layer_met1.png
Cells faint in the background.
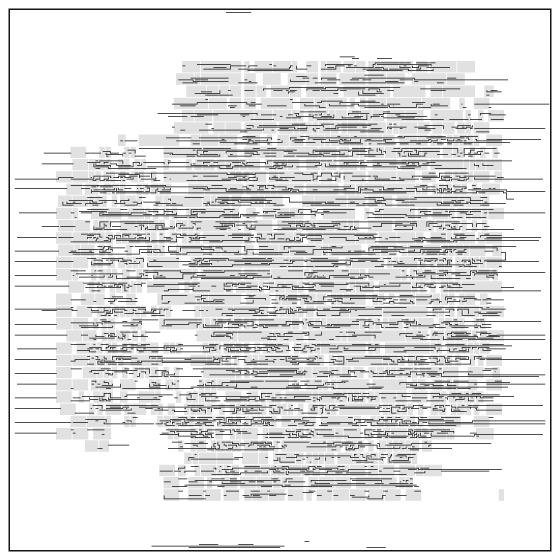
layer_met2.png
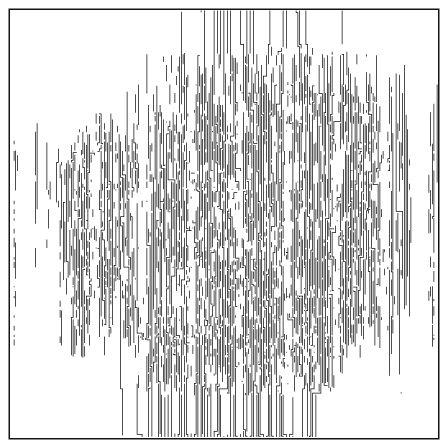
### config.mk
export PLATFORM = sky130hd
export DESIGN_NAME = fp32_tx_scheduler
export DESIGN_NICKNAME = d
export VERILOG_FILES = /design/src/rtl/fp32_tx_scheduler.sv
export SDC_FILE = /design/constraint.sdc
export NUM_CORES = 1
export LEC_CHECK = 0
export ABC_AREA = 1
export ABC_CLOCK_PERIOD_IN_PS = 1610
export CAP_MARGIN = 20
export CORE_MARGIN = 10
export CORE_UTILIZATION = 42
export DETAILED_ROUTE_END_ITERATION = 10
export PLACE_DENSITY = 0.84
export SLEW_MARGIN = 20
export SYNTH_ARGS = -nofsm -noshare
export SYNTH_HDL_FRONTEND = slang
export SYNTH_SLANG_ARGS = --single-unit
### constraint.sdc
create_clock -name clk_i -period 1.61 [get_ports clk_i]
set_clock_uncertainty 0.1 [all_clocks]
set_input_delay 0.322 -clock clk_i [delete_from_list [all_inputs] [get_ports clk_i]]
set_output_delay 0.322 -clock clk_i [all_outputs]
set_load 0.02 [all_outputs]
### src/rtl/fp32_tx_scheduler.sv
// Round-robin share of one byte-wide UART TX among NUM_REQ FP32 word sources; frames are [tag] + 4 bytes LSB-first.
// Latency: grant edge to first byte_valid_o is 1 cycle; frame = 1 + (TAG_EN+4) + 1 cycles with byte_ready_i high.
// Backpressure: byte_ready_i low stalls the frame with byte_valid_o/byte_data_o held; new words are only accepted in IDLE.
module fp32_tx_scheduler #(
  parameter int         NUM_REQ  = 4,
  parameter bit         TAG_EN   = 1'b1,
  parameter logic [7:0] TAG_BASE = 8'hA0
) (
  input  logic                  clk_i,
  input  logic                  rst_i,
  input  logic [NUM_REQ-1:0]    req_valid_i,
  input  logic [32*NUM_REQ-1:0] req_data_i,
  output logic [NUM_REQ-1:0]    req_ready_o,
  output logic                  byte_valid_o,
  output logic [7:0]            byte_data_o,
  input  logic                  byte_ready_i,
  output logic                  busy_o,
  output logic [2:0]            grant_id_o
);

  typedef enum logic [1:0] {
    S_IDLE = 2'd0,
    S_TAG  = 2'd1,
    S_DATA = 2'd2,
    S_DONE = 2'd3
  } state_t;

  state_t      state_q, state_d;
  logic [2:0]  ptr_q;
  logic [2:0]  grant_id_q;
  logic [1:0]  byte_idx_q;
  logic [31:0] word_q;

  logic        gnt_hit;
  logic [2:0]  gnt_idx;
  logic [31:0] gnt_word;
  logic        xfer;
  logic        grant_now;

  // Round-robin search: requesters above the pointer beat those at or below it; lowest index wins within each range.
  always_comb begin
    gnt_hit  = 1'b0;
    gnt_idx  = 3'd0;
    gnt_word = 32'd0;
    for (int k = NUM_REQ - 1; k >= 0; k--) begin
      if (req_valid_i[k] && (3'(k) <= ptr_q)) begin
        gnt_hit  = 1'b1;
        gnt_idx  = 3'(k);
        gnt_word = req_data_i[32*k +: 32];
      end
    end
    for (int k = NUM_REQ - 1; k >= 0; k--) begin
      if (req_valid_i[k] && (3'(k) > ptr_q)) begin
        gnt_hit  = 1'b1;
        gnt_idx  = 3'(k);
        gnt_word = req_data_i[32*k +: 32];
      end
    end
  end

  assign grant_now = (state_q == S_IDLE) && gnt_hit;

  // One-hot accept strobe, only while idle and only toward the chosen valid requester.
  always_comb begin
    req_ready_o = '0;
    for (int k = 0; k < NUM_REQ; k++) begin
      req_ready_o[k] = grant_now && (gnt_idx == 3'(k));
    end
  end

  // Next-state and byte-side outputs; valid is a pure function of state so it cannot be withdrawn before transfer.
  always_comb begin
    state_d      = state_q;
    byte_valid_o = 1'b0;
    byte_data_o  = 8'h00;
    busy_o       = 1'b1;
    xfer         = 1'b0;
    case (state_q)
      S_IDLE: begin
        busy_o = 1'b0;
        if (gnt_hit) begin
          state_d = TAG_EN ? S_TAG : S_DATA;
        end
      end
      S_TAG: begin
        byte_valid_o = 1'b1;
        byte_data_o  = TAG_BASE | {5'd0, grant_id_q};
        xfer         = byte_ready_i;
        if (xfer) begin
          state_d = S_DATA;
        end
      end
      S_DATA: begin
        byte_valid_o = 1'b1;
        case (byte_idx_q)
          2'd0:    byte_data_o = word_q[7:0];
          2'd1:    byte_data_o = word_q[15:8];
          2'd2:    byte_data_o = word_q[23:16];
          default: byte_data_o = word_q[31:24];
        endcase
        xfer = byte_ready_i;
        if (xfer && (byte_idx_q == 2'd3)) begin
          state_d = S_DONE;
        end
      end
      default: begin
        state_d = S_IDLE;
      end
    endcase
  end

  // State register plus grant-time capture of word, id and pointer; reset drops any frame in flight.
  always_ff @(posedge clk_i) begin
    if (rst_i) begin
      state_q    <= S_IDLE;
      ptr_q      <= 3'(NUM_REQ - 1);
      grant_id_q <= 3'd0;
      byte_idx_q <= 2'd0;
      word_q     <= 32'd0;
    end else begin
      state_q <= state_d;
      if (grant_now) begin
        word_q     <= gnt_word;
        grant_id_q <= gnt_idx;
        ptr_q      <= gnt_idx;
        byte_idx_q <= 2'd0;
      end else if ((state_q == S_DATA) && xfer) begin
        byte_idx_q <= byte_idx_q + 2'd1;
      end
    end
  end

  assign grant_id_o = grant_id_q;

endmodule

==> metrics.sh <==
MAX_CAP_VIOLATIONS=0
POST_SYNTH_MAIN_AREA_CONTRIBUTORS='sky130_fd_sc_hd__nand2_1 (29%), sky130_fd_sc_hd__dfxtp_1 (19%), sky130_fd_sc_hd__inv_1 (10%), sky130_fd_sc_hd__o21ai_0 (8.9%), sky130_fd_sc_hd__nor2_1 (8.7%)'
HOLD_BUFFERS=0
HTREE_NUM_LEVELS=2
SYNTH-WARNING-COUNT=0
NUMBER_OF_CELLS_PRODUCED_BY_SYNTHESIS=827
P_LEAK_uW=0.00374
TIMING.FINAL.HOLD_VIOLATIONS=0
P_SW_uW=5220
ROUTED-VIA-COUNT=6484
MAXCLOCKFREQUENCY_GHz=0.444
LAY_TOP_COUNT='sky130_fd_sc_hd__nand2_1'
INSERTION_DELAY_NS=0.31
DIE-HEIGHT_UM=120
SYNTH_CHIP_AREA_SQ_UM=4210
CTS.CLK_SLEW.WORST_PATHS_NS=0.09
IO_BUF_COUNT=150
CRIT_PATH_CELL_TRACE='inv_4 > o21ai_4 > nand2_1 > o211ai_4 > nand2_4 > nor3_4 > buf_6'
DRT_FIRST_ITER_VIOLATIONS=909
GRT_MAX_DEGREE=65
OVERFLOW=0
FINAL_LAYOUT_SIZE_SUFFIX_GT1_SHARE_PCT=25.0
FINAL_MIN_PERIOD_OVER_CLOCK_PERIOD_PCT=140
INITIAL_ANTENNA_VIOLATION_COUNT=0
ROUTE.TOP_LAYER_USED='met4'
INTERNAL-POWER_uW=5240
CTSLONGESTPATHBUFFERS=2
TIMING.CRITICAL_PATH.FANOUT_MAX=4
CTS_SINKS=40
FIRST_PASS_GRT_WIRE_LENGTH_UM=29800
WL_UM=23100
TIMING.FINAL.SETUP_VIOLATIONS=49
SIGNAL_ARRIVAL_TIME_AT_THE_WORST_ENDPOINT_NS=1.83
GRT.TOTAL_USAGE_PCT=25.0
COMBINATIONALPOWERSHARE_PCT=75.9
CRITPATHKIND='reg2out'
PRE_PLACEMENT_CORE_UTILIZATION_PCT=43.0
LARGEST_INCREMENTAL_DELAY_ON_THE_CRITICAL_PATH_NS=0.36
MET3WIRELENGTH_UM=2570
DIODES=0
PLACEMENTROWS=36
POWER_SWITCHING_SHARE_PCT=49.9
CP-START-KIND='flop'
TOTALPOWERFINAL_uW=10500
AREA_SHARE_OF_THE_LARGEST_CELL_TYPE_AFTER_SYNTHESIS_PCT=28.6
DETAIL_ROUTE.DRC_VIOLATIONS=0
SYNTH_AREA_LEADER_CELL='sky130_fd_sc_hd__nand2_1'
RSZ0062_AT_GRT='true'
NUMBER_OF_NETS_IN_THE_LAYOUT=1163
COREAREA_SQ_UM=9770
POWERDENSITY_nW_PER_UM2=1400
FINALWEIGHTEDCONGESTION=0.894
DR_WL_MET2_UM=10900
POWER_FRAC_SEQ_PCT=17.5
TOTAL_DIE_SIZE_SQ_UM=14400
IR_WORST_VDD_V=0.000805
WORSTPATHREQUIRED_NS=1.19
SYNTH.CELL_AREA_SQ_UM=4210
SYNTH-CELLS-YOSYS=827
CLOCKPOWERSHARE_PCT=6.6
AVG_SYNTHESIZED_CELL_AREA_SQ_UM=5.08
M1WIRELENGTH_UM=8060
TRITONCTS='done'
CRIT_SLOWEST_CELL='sky130_fd_sc_hd__dfxtp_2'
PLACE_HPWL_UM=11700
HOLDCRITPATHCLASS='reg2reg'
N_FILL_CELL=655
DRTANTENNAVIOLNETS=0
CTS-BUFFERS-INSERTED=5
MAPPEDNETLISTNETS=971
POST_DRT_WL_PER_CELL_UM=20.1
TOP_PORTS=152
AREA_DELTA_SYNTH_FINAL_PCT=77.4
FINAL-MAX-SLEW-VIOLATION-COUNT=0
YS_TYPES=27
YS_FF=40
SEQ_AREA_FRAC_SYNTH_PCT=19.0
CTSROOTBUFFERMASTER='sky130_fd_sc_hd__clkbuf_8'
LAYOUT_TOP_CELLS='sky130_fd_sc_hd__nand2_1 (259), sky130_fd_sc_hd__clkdlybuf4s50_1 (130), sky130_fd_sc_hd__inv_1 (102), sky130_fd_sc_hd__nor2_1 (95), sky130_fd_sc_hd__nand3_1 (66)'
LAYOUT.CORE_UTILIZATION_PCT=76.3
POST-ROUTE-WORST-SETUP-SLACK_NS=-0.641
DIE_WIDTH_UM=120
VIOLATED_CHECKS='negative setup slack'
FIRST_GLOBAL_VIAS=5766
TIMING.FINAL.CRIT_PERIOD_NS=2.25
STAGE_LOG_WARNINGS=36
DRTPASS1ITERATIONS=6
SETUP.WORST_PATH.END_CLASS='output pin'
STATUS='finished with violations'
POST_DRT_VIA_CELL_RATIO=5.63
Notes on layer_met1.png above:
The layer holds 35% of the routed length. The longest straight run is 44.6 um.

Notes on layer_met2.png above:
The longest straight run is 68.3 um. The wires run mostly vertical. The layer carries 10900 um of wire. 922 nets have wire on it. The layer holds 47% of the routed length.

-- critical path: cells and delay by family (launching register included) --
kind	cells	cell delay (ns)
flip-flops	1	0.36
AND-OR/OR-AND	2	0.46
buffers and inverters	2	0.20
AND/OR/NAND/NOR	3	0.49
-- per-stage QoR --
step | TNS, ns | instances | setup WS [ns] | hold WS [ns] | instance area (sq um)
after floorplan | -0.720 | 827 | -0.226 | 0.318 | 4350
after global placement | -33.59 | 1108 | -1.04 | 0.339 | 6140
after detailed placement | -34.46 | 1108 | -1.07 | 0.339 | 6140
after CTS | -7.76 | 1137 | -0.501 | 0.354 | 6920
after global routing | -21.65 | 1152 | -0.695 | 0.393 | 7460
final | -18.94 | 1152 | -0.641 | 0.351 | 7460
-- cell type report --
cell class / count / area [sq um] / area share [%]
Tap cell: 133 / 166 / 2.23
Sequential cell: 40 / 813 / 10.9
Inverter: 117 / 474 / 6.35
Multi-Input combinational cell: 619 / 3400 / 45.6
Clock buffer: 5 / 68.8 / 0.922
Clock inverter: 2 / 12.5 / 0.168
Timing Repair Buffer: 236 / 2520 / 33.8
-- sequential cells by signal (all words and copies together) (netlist names) --
register / flops
word_q: 32
byte_idx_q: 2
grant_id_o: 2
ptr_q: 2
state_q: 2
-- layer usage --
layer / GRT usage [%] / vias to the layer above
met2: 44.8 / 548
li1: - / 2916
met4: 8.07 / 0
met1: 29.2 / 2865
met3: 4.55 / 155
met5: 0 / -
-- cells by family after synthesis --
logic type,synth area share (%)
and+or+nand+nor,48.0
buffers and inverters,16.5
xor gates and xnor gates,0.208
adders and majority gates,2.68
AOI/OAI and AO/OA,13.5
DFF,19.0
other,0.0892
-- power groups by stage --
stage | sequential (uW) | combinational, uW | clock, uW
floorplan | 1660 | 3220 | 0
global placement | 1700 | 5040 | 0
detailed placement | 1700 | 5120 | 0
CTS | 1710 | 6410 | 649
global route | 1850 | 8380 | 719
finish | 1830 | 7940 | 688
-- cells in the mapped netlist (all sizes together) --
library cell / n
buf: 31
nand4: 1
clkbuf: 20
nand2: 326
a31oi: 8
dfxtp: 40
nor3: 1
nor2: 101
a21oi: 20
conb: 1
o211ai: 2
xor2: 1
nand3: 72
o21ai: 77
ha: 9
inv: 117
-- repair_timing --
item,4_1_cts,5_1_grt
setup buffers,16,17
setup endpoints to repair,53,50
cloned,8,3
pin swaps,40,69
hold endpoints to repair,0,0
gates resized,177,129
-- path summary, 6_finish.rpt --
check | start | endpoint | slack (ns) | cells after the start
worst max-delay path | ptr_q[0]$_SDFFE_PP1P_ | req_ready_o[2] | -0.64 | 7
worst min register to register | word_q[12]$_SDFFE_PP0P_ | word_q[12]$_SDFFE_PP0P_ | 0.35 | 2
worst min-delay path | word_q[12]$_SDFFE_PP0P_ | word_q[12]$_SDFFE_PP0P_ | 0.35 | 2
worst max register to register | ptr_q[0]$_SDFFE_PP1P_ | word_q[18]$_SDFFE_PP0P_ | -0.53 | 15
Power is estimated from default activity; no workload was simulated.
